### Congestion heat map, run 1

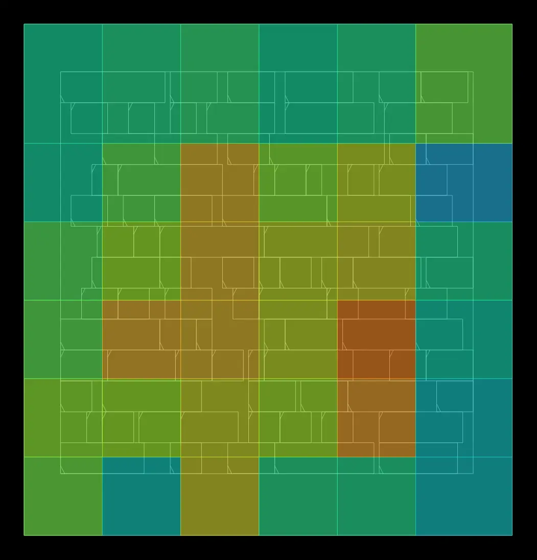
### Routed metal, one color a layer, run 1

Only two layers are drawn.
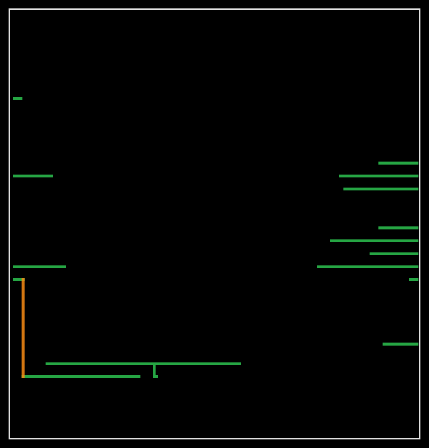
### Gate families picked out, run 1

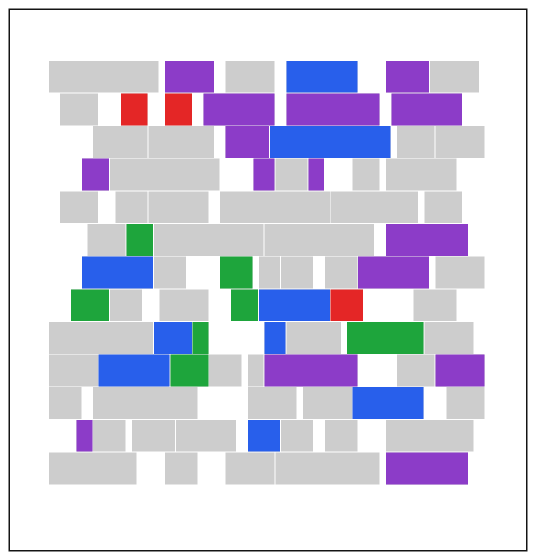
### Ports around the boundary, run 1

Scale bar: 10 um. Pins as bars across the die edge, other pins in gray.
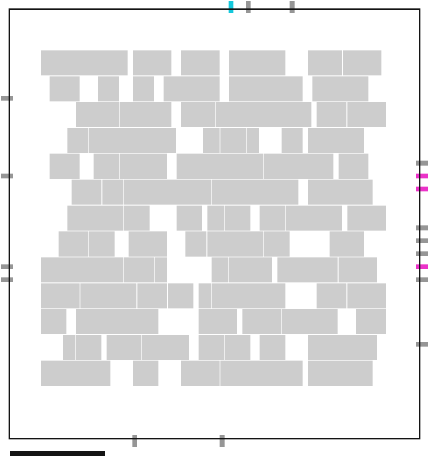
<file path="config.mk">
export PLATFORM = sky130hd
export DESIGN_NAME = cpu_controller
export DESIGN_NICKNAME = d
export VERILOG_FILES = /design/src/rtl/cpu_controller.sv
export SDC_FILE = /design/constraint.sdc
export NUM_CORES = 1
export LEC_CHECK = 0
export CAP_MARGIN = 30
export CORE_AREA = 3 3 40 42
export DETAILED_ROUTE_END_ITERATION = 8
export DIE_AREA = 0 0 43 45
export GPL_TIMING_DRIVEN = 0
export PLACE_DENSITY = 0.66
export SLEW_MARGIN = 20
export SYNTH_ARGS = -nofsm -noshare
export SYNTH_HDL_FRONTEND = slang
export SYNTH_SLANG_ARGS = --single-unit
export TNS_END_PERCENT = 50
</file>
<file path="constraint.sdc">
create_clock -name clk -period 1.31 [get_ports clk]
set_input_delay 0.131 -clock clk [delete_from_list [all_inputs] [get_ports clk]]
set_output_delay 0.131 -clock clk [all_outputs]
set_load 0.03 [all_outputs]
</file>
<file path="src/rtl/cpu_controller.sv">
// Eight-phase instruction sequencer for a simple accumulator CPU.
// Control strobes are decoded combinationally from the registered phase, halted flag, opcode and zero.
module cpu_controller (
    input  logic       clk,
    input  logic       rst,
    input  logic [2:0] opcode,
    input  logic       zero,
    output logic [2:0] phase,
    output logic       sel,
    output logic       mem_rd,
    output logic       mem_wr,
    output logic       load_ir,
    output logic       load_ac,
    output logic       inc_pc,
    output logic       load_pc,
    output logic       data_e,
    output logic       halt
);

    localparam logic [2:0] OP_HLT = 3'd0;
    localparam logic [2:0] OP_SKZ = 3'd1;
    localparam logic [2:0] OP_ADD = 3'd2;
    localparam logic [2:0] OP_AND = 3'd3;
    localparam logic [2:0] OP_XOR = 3'd4;
    localparam logic [2:0] OP_LDA = 3'd5;
    localparam logic [2:0] OP_STO = 3'd6;
    localparam logic [2:0] OP_JMP = 3'd7;

    localparam logic [2:0] P_INST_ADDR  = 3'd0;
    localparam logic [2:0] P_INST_FETCH = 3'd1;
    localparam logic [2:0] P_INST_LOAD  = 3'd2;
    localparam logic [2:0] P_IDLE       = 3'd3;
    localparam logic [2:0] P_OP_ADDR    = 3'd4;
    localparam logic [2:0] P_OP_FETCH   = 3'd5;
    localparam logic [2:0] P_ALU_OP     = 3'd6;
    localparam logic [2:0] P_STORE      = 3'd7;

    logic [2:0] phase_r;
    logic [2:0] phase_s;
    logic       halted_r;
    logic       halted_s;
    logic       aluop_s;
    logic       is_sto_s;
    logic       is_jmp_s;

    function automatic logic is_aluop(input logic [2:0] op);
        return (op == OP_ADD) || (op == OP_AND) || (op == OP_XOR) || (op == OP_LDA);
    endfunction

    assign phase    = phase_r;
    assign aluop_s  = is_aluop(opcode);
    assign is_sto_s = (opcode == OP_STO);
    assign is_jmp_s = (opcode == OP_JMP);

    // State register: phase counter and sticky halted flag.
    always_ff @(posedge clk) begin
        if (rst) begin
            phase_r  <= 3'd0;
            halted_r <= 1'b0;
        end else begin
            phase_r  <= phase_s;
            halted_r <= halted_s;
        end
    end

    // Next-state: advance every clock; HLT in OP_ADDR freezes the sequencer in that phase.
    always_comb begin
        phase_s  = phase_r;
        halted_s = halted_r;
        if (halted_r) begin
            phase_s = phase_r;
        end else if ((phase_r == P_OP_ADDR) && (opcode == OP_HLT)) begin
            halted_s = 1'b1;
        end else begin
            phase_s = phase_r + 3'd1;
        end
    end

    // Output decode; reset forces every strobe low regardless of the registered state.
    always_comb begin
        sel     = 1'b0;
        mem_rd  = 1'b0;
        mem_wr  = 1'b0;
        load_ir = 1'b0;
        load_ac = 1'b0;
        inc_pc  = 1'b0;
        load_pc = 1'b0;
        data_e  = 1'b0;
        halt    = 1'b0;
        if (rst) begin
            halt = 1'b0;
        end else if (halted_r) begin
            halt = 1'b1;
        end else begin
            case (phase_r)
                P_INST_ADDR: begin
                    sel = 1'b1;
                end
                P_INST_FETCH: begin
                    sel    = 1'b1;
                    mem_rd = 1'b1;
                end
                P_INST_LOAD, P_IDLE: begin
                    sel     = 1'b1;
                    mem_rd  = 1'b1;
                    load_ir = 1'b1;
                end
                P_OP_ADDR: begin
                    inc_pc = 1'b1;
                    halt   = (opcode == OP_HLT);
                end
                P_OP_FETCH: begin
                    mem_rd = aluop_s;
                end
                P_ALU_OP: begin
                    mem_rd  = aluop_s;
                    inc_pc  = (opcode == OP_SKZ) && zero;
                    load_pc = is_jmp_s;
                    data_e  = is_sto_s;
                end
                P_STORE: begin
                    mem_rd  = aluop_s;
                    load_ac = aluop_s;
                    load_pc = is_jmp_s;
                    data_e  = is_sto_s;
                    mem_wr  = is_sto_s;
                end
                default: begin
                    sel = 1'b0;
                end
            endcase
        end
    end

endmodule

</file>
==> highlights.md, run 1 <==
## Timing
• **fraction of the cycle the final worst path needs** 125%
• **worst clock skew** 0.0116 ns
• **minimum period implied by the final worst setup slack** 1.64 ns
• **max-slew violation count** 0
• **Relative slew margins** 78.8%
• **upper clock frequency limit** 0.611 GHz
• **Setup Viol. Count Final** 10
• **actual slew at the worst max-slew pin** 0.316 ns
• **number of failing hold endpoints at the final stage** 0
• **setup repair after global routing missed its margin** yes
• **final hold slack** 0.563 ns
• **min setup slack post-route** -0.328 ns
• **summed negative setup slack over all endpoints** -2.28 ns

## Route
• **remaining routing DRC violations** 0
• **total via count after detailed routing** 546
• **average wire length per cell after detail routing** 15.3 um
• **wire length on met2** 794 um
• **1st-pass router iterations** 4
• **vias per cell** 5.46
• **length of routed met3 wiring** 96 um
• **wire length after detailed routing** 1530 um
• **highest metal layer with signal wires** met4

## Power and ir drop
• **biggest power consumer among the groups** combinational cells
• **Peak VDD IR** 1050 uV
• **power density over cell area** 1520 mW/mm^2
• **power in combinational cells** 1.18 mW
• **static leakage** 0.399 nW
• **switching fraction of total power** 47.2%
• **Net Switching** 0.761 mW

## Clock network
• **Resized Gates After CTS** 89
• **root cell of the clock tree** sky130_fd_sc_hd__clkbuf_4
• **total number of H-tree levels** 1
• **clock sink count** 4
• **maximum root-to-sink buffer count** 2
• **buffers inserted by post-CTS timing repair** 9
• **cts bufs inserted** 3
• **hold buffer count at cts** 0
• **clock tree from TritonCTS** yes
• **Clk pin slew, worst setup/hold paths** 0.05 ns
• **Latency at later pin** 0.24 ns

## Critical path
• **Register-to-Register Path Depth** 6
• **WP depth** 5
• **worst-path cell chain** inv_4 > ha_2 > o41ai_4 > nor3_4 > buf_6
• **data arrival time of the critical path** 1.51 ns
• **worst endpoint required time** 1.18 ns
• **Critical Path Start Type** flop
• **Slowest cell on crit path** sky130_fd_sc_hd__o41ai_4
• **family with the most delay on the worst path** AND-OR/OR-AND gates
• **Critical Path Sink Type** primary output
• **Worst R2R Start** phase[1]$_SDFFE_PP0P_
• **critical setup path kind** reg2out
• **timing endpoint of the critical path** mem_rd
• **highest net fanout along the worst path** 5

## Yosys
• **Synth top cell by count** sky130_fd_sc_hd__ha_1
• **aoi share** 18.3%
• **cell count listed in synth_stat.txt** 54
• **top cells by count** sky130_fd_sc_hd__ha_1, sky130_fd_sc_hd__nor3_1, sky130_fd_sc_hd__nor2_1
• **Mapped Cells** 54
• **summed standard-cell area reported by yosys** 430 um^2
• **post-synth design cell area** 430 um^2
• **Distinct lib cells used** 25
• **cells taking the most area after synthesis** sky130_fd_sc_hd__ha_1, sky130_fd_sc_hd__dfxtp_1, sky130_fd_sc_hd__nor3_1
• **cell type with the largest total area after synthesis** sky130_fd_sc_hd__ha_1
• **Mapped Nets** 67
• **and+or+nand+nor area frac** 36.3%
• **synthesized area divided by synthesized cell count** 7.97 um^2
• **main kind of combinational logic by area** simple AND/OR/NAND/NOR gates
• **sequential element share of the synthesized area** 18.6%
• **area fraction of the dominant cell type after synthesis** 20.3%
• **number of enable-type register cells in the synthesized netlist** 0

## Floorplanning
• **count of pins on the block boundary** 18
• **tap cells** 15
• **row count** 13
• **Die Height** 45 um

## Hold path
• **worst hold path class** in2reg
• **Hold Path Cell Cnt** 3

## Status
• **failing checks** negative setup slack
• **status** finished, violations left

## Global route
• **number of antenna violations at the first check in global routing** 0
• **largest net degree at the start of global routing** 11
• **Most Used Layer, Global Route** met2
• **grt met3 use** 5.58%
• **M1 GR Usage** 21.0%

## Layout
• **portion of the layout cell area used by clock cells** 2.49%
• **fraction of area in registers** 8.64%
• **invs w/o clock** 3
• **combinational gate area** 602 um^2
• **clock buffer count** 4
• **most used cells in the layout excluding fill and tap cells** sky130_fd_sc_hd__buf_6, sky130_fd_sc_hd__buf_4, sky130_fd_sc_hd__dlygate4sd2_1
• **final instance area** 0.00106 mm^2
• **post-route core utilization** 82.3%
• **Signal buf overhead** 28.3%
• **Total Nets Final** 99
• **Area-dominant class** combinational gates
• **Non-CTS buffers** 29

## Flow run
• **OpenROAD warning count** 34

## Place
• **Cells after DPL** 86
• **final HPWL from detailed placement** 922 um
• **Port Buffers** 17
• **pre-CTS WS** -1.06 ns
• **placer's final routability congestion estimate** 0.701

About 'Congestion heat map':
GRT met2 Usage: 32.0%
global-route usage over all layers: 18.1%

About 'Routed metal, one color a layer':
green -> metal 3  # wire length 96.6 um
orange -> metal 4  # wire length 10.2 um

About 'Gate families picked out':
blue -> inverting AOI/OAI gates  # cells 9, most used a21oi_4
purple -> NOR gates  # cells 15, most used nor3_4
green -> NAND gates  # cells 7
red -> inverters  # cells 3, most used inv_4

About 'Ports around the boundary':
magenta -> opcode  # pins 3, direction input, edge right
cyan -> load_ir  # pins 1, direction output, edge top
all pins by edge = 9 right, 4 left, 3 top, 2 bottom

==> run 1 -> run 2 <==
--- a/config.mk
+++ b/config.mk
@@ -11,8 +11,8 @@
 export DIE_AREA = 0 0 43 45
 export GPL_TIMING_DRIVEN = 0
 export PLACE_DENSITY = 0.66
+export REMOVE_ABC_BUFFERS = 1
 export SLEW_MARGIN = 20
 export SYNTH_ARGS = -nofsm -noshare
 export SYNTH_HDL_FRONTEND = slang
 export SYNTH_SLANG_ARGS = --single-unit
-export TNS_END_PERCENT = 50
### Congestion heat map, run 2

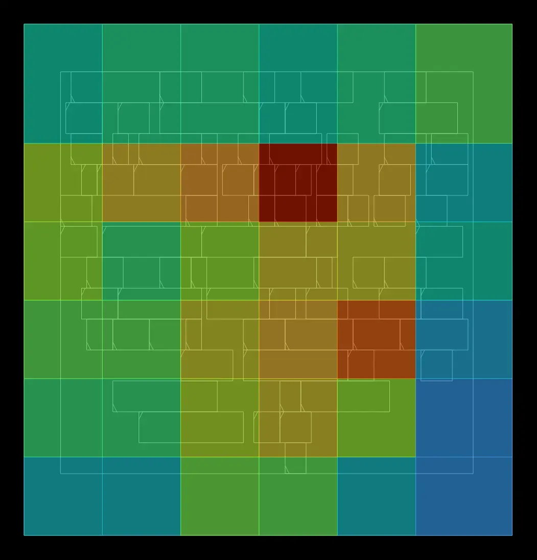
global-route usage over all layers: 15.3%
Most Used Layer, Global Route: met2
grt met3 use: 5.98%

==> run 2 against run 1 <==
The flow still finishes with violations (negative setup slack); worst setup slack improved by 0.035 ns; synthesized cell count unchanged; via count decreased by 3.7%; final area decreased by 24%; global-route usage decreased by 2.8 points; largest cell class unchanged.
==> highlights.md, run 2 <==
## Status
• **status** finished, violations left
• **failing checks** negative setup slack

## Layout
• **Area-dominant class** combinational gates
• **total area of sequential cells** 90.1 um^2
• **fraction of area in registers** 11.2%, +2.6 points
• **Non-CTS buffers** 22, -24%
• **combinational gates** 45
• **clock buffer count** 3, -1
• **Total Nets Final** 92, -7.1%
• **Signal buf overhead** 24.6%, -3.6 points
• **sequential cells** 4
• **most used cells in the layout excluding fill and tap cells** sky130_fd_sc_hd__buf_4, sky130_fd_sc_hd__ha_4, sky130_fd_sc_hd__clkdlybuf4s50_1
• **final instance area** 802 um^2, -24%
• **post-route core utilization** 62.4%, -20 points
• **final non-filler cell total** 92
• **share of post-route cells with drive strength above 1** 57.1%
• **portion of the layout cell area used by clock cells** 2.81%, +0.32 points
• **combinational gate area** 462 um^2, -23%
• **count of inserted antenna diode cells** 0
• **filler cell count in the final layout** 117
• **top logic cell by instance count in the layout** sky130_fd_sc_hd__buf_4
• **invs w/o clock** 3, unchanged
• **Layout area overhead** 86.3%

## Timing
• **number of failing hold endpoints at the final stage** 0, unchanged
• **minimum period implied by the final worst setup slack** 1.60 ns, -0.0347 ns
• **Relative slew margins** 66.1%, -13 points
• **setup repair after global routing missed its margin** yes
• **Setup Viol. Count Final** 10, unchanged
• **final hold slack** 0.487 ns, -0.0764 ns
• **min setup slack post-route** -0.293 ns, +0.0347 ns
• **actual slew at the worst max-slew pin** 0.508 ns, +0.192 ns
• **max-slew violation count** 0, unchanged
• **worst clock skew** 0.0149 ns, +0.00327 ns
• **upper clock frequency limit** 0.624 GHz, +2.2%
• **summed negative setup slack over all endpoints** -2.27 ns, +0.0123 ns
• **fraction of the cycle the final worst path needs** 122%, -2.6 points

## Yosys
• **asr flop ratio synth** 0%
• **Synth Warn #** 0
• **Mapped Cells** 54, unchanged
• **aoi share** 18.3%, unchanged
• **cell count listed in synth_stat.txt** 54, unchanged
• **area fraction in xor and xnor cells** 2.03%
• **post-synth design cell area** 430 um^2, unchanged
• **post-synthesis sequential element count** 4
• **main kind of combinational logic by area** simple AND/OR/NAND/NOR gates
• **Distinct lib cells used** 25, unchanged
• **synthesized area divided by synthesized cell count** 7.97 um^2, unchanged
• **cell type with the largest total area after synthesis** sky130_fd_sc_hd__ha_1
• **cells taking the most area after synthesis** sky130_fd_sc_hd__ha_1, sky130_fd_sc_hd__dfxtp_1, sky130_fd_sc_hd__nor3_1
• **yosys adder share** 20.3%
• **Synth top cell by count** sky130_fd_sc_hd__ha_1
• **sequential element share of the synthesized area** 18.6%, unchanged
• **top cells by count** sky130_fd_sc_hd__ha_1, sky130_fd_sc_hd__nor3_1, sky130_fd_sc_hd__nor2_1
• **number of enable-type register cells in the synthesized netlist** 0, unchanged
• **Dominant Register Cell** sky130_fd_sc_hd__dfxtp_1
• **area fraction of the dominant cell type after synthesis** 20.3%, unchanged
• **and+or+nand+nor area frac** 36.3%, unchanged
• **summed standard-cell area reported by yosys** 430 um^2, unchanged

## Route
• **total via count after detailed routing** 526, -3.7%
• **remaining routing DRC violations** 0, unchanged
• **length of routed met3 wiring** 114 um, +19%
• **wire length on met2** 713 um, -10%
• **average wire length per cell after detail routing** 14.7 um, -3.7%
• **highest metal layer with signal wires** met4
• **wire length the detailed router placed on met1** 522 um
• **1st-pass router iterations** 4, unchanged
• **remaining antenna violation count after routing** 0
• **vias per cell** 5.72, +4.7%
• **initial drt markers** 22
• **wire length after detailed routing** 1360 um, -11%

## Power and ir drop
• **clk pwr** 0.169 mW
• **cell-internal power** 0.716 mW
• **static leakage** 0.319 nW, -20%
• **power in combinational cells** 0.920 mW, -22%
• **Net Switching** 0.616 mW, -19%
• **power share of the sequential group** 18.3%
• **power density over cell area** 1660 mW/mm^2, +9.0%
• **Flop+latch power** 0.243 mW
• **logic gate share of total power** 69.1%
• **Peak VDD IR** 945 uV, -9.8%
• **biggest power consumer among the groups** combinational cells
• **total power after layout** 1.33 mW
• **Clock Power Share** 12.7%
• **switching fraction of total power** 46.3%, -0.93 points

## Critical path
• **critical setup path kind** reg2out
• **family with the most delay on the worst path** flip-flops
• **Critical Path Start Type** flop
• **Slowest cell on crit path** sky130_fd_sc_hd__dfxtp_4
• **worst-path cell chain** ha_4 > ha_4 > o41ai_2 > nor3_1 > buf_4
• **cell repeated most along the worst path** sky130_fd_sc_hd__ha_4
• **worst reg2reg endpoint** phase[0]$_SDFFE_PP0P_
• **data arrival time of the critical path** 1.47 ns, -0.04 ns
• **worst setup slack for register-to-register paths** -0.09 ns
• **highest net fanout along the worst path** 5, unchanged
• **Register-to-Register Path Depth** 5, -1
• **beginning of the critical path** phase[0]$_SDFFE_PP0P_
• **WP depth** 5, unchanged
• **timing endpoint of the critical path** mem_rd
• **worst endpoint required time** 1.18 ns, about the same
• **Worst R2R Start** phase[0]$_SDFFE_PP0P_
• **Crit path buffers/inverters** 1
• **Critical Path Sink Type** primary output

## Global route
• **M1 GR Usage** 16.8%, -4.2 points
• **number of global-route vias before repair** 486
• **number of antenna violations at the first check in global routing** 0, unchanged
• **largest net degree at the start of global routing** 16, +5
• **GRT met2 Usage** 27.8%, -4.2 points
• **overall overflow remaining after global route** 0
• **wire length of the first global-routing pass** 2240 um

## Floorplanning
• **tap cells** 15, unchanged
• **row count** 13, unchanged
• **count of pins on the block boundary** 18, unchanged
• **Chip Footprint** 0.00194 mm^2
• **Placeable Area** 0.00128 mm^2
• **Die Height** 45 um, unchanged
• **effective utilization at floorplan** 33.5%

## Hold path
• **worst hold path class** in2reg
• **source of the worst hold timing path** rst
• **Hold Path Cell Cnt** 2, -1
• **hold worst-path end** halted_r$_SDFF_PP0_

## Place
• **placer's final routability congestion estimate** 0.673, -4.1%
• **Cells after DPL** 84, -2.3%
• **final HPWL from detailed placement** 801 um, -13%
• **pre-CTS WS** -0.908 ns, +0.151 ns
• **Port Buffers** 17, unchanged

## Flow run
• **number of max-capacitance violations reported** 0
• **OpenROAD warning count** 32, -5.9%

## Clock network
• **Clk pin slew, worst setup/hold paths** 0.05 ns, about the same
• **clock tree from TritonCTS** yes
• **maximum root-to-sink buffer count** 2, unchanged
• **buffers inserted by post-CTS timing repair** 5, -4
• **root cell of the clock tree** sky130_fd_sc_hd__clkbuf_4
• **cts bufs inserted** 3, unchanged
• **clock sink count** 4, unchanged
• **total number of H-tree levels** 1, unchanged
• **Resized Gates After CTS** 91, +2.2%
• **Latency at later pin** 0.25 ns, about the same
• **hold buffer count at cts** 0, unchanged

No activity file was given, so power comes from the tool's default toggle rates.
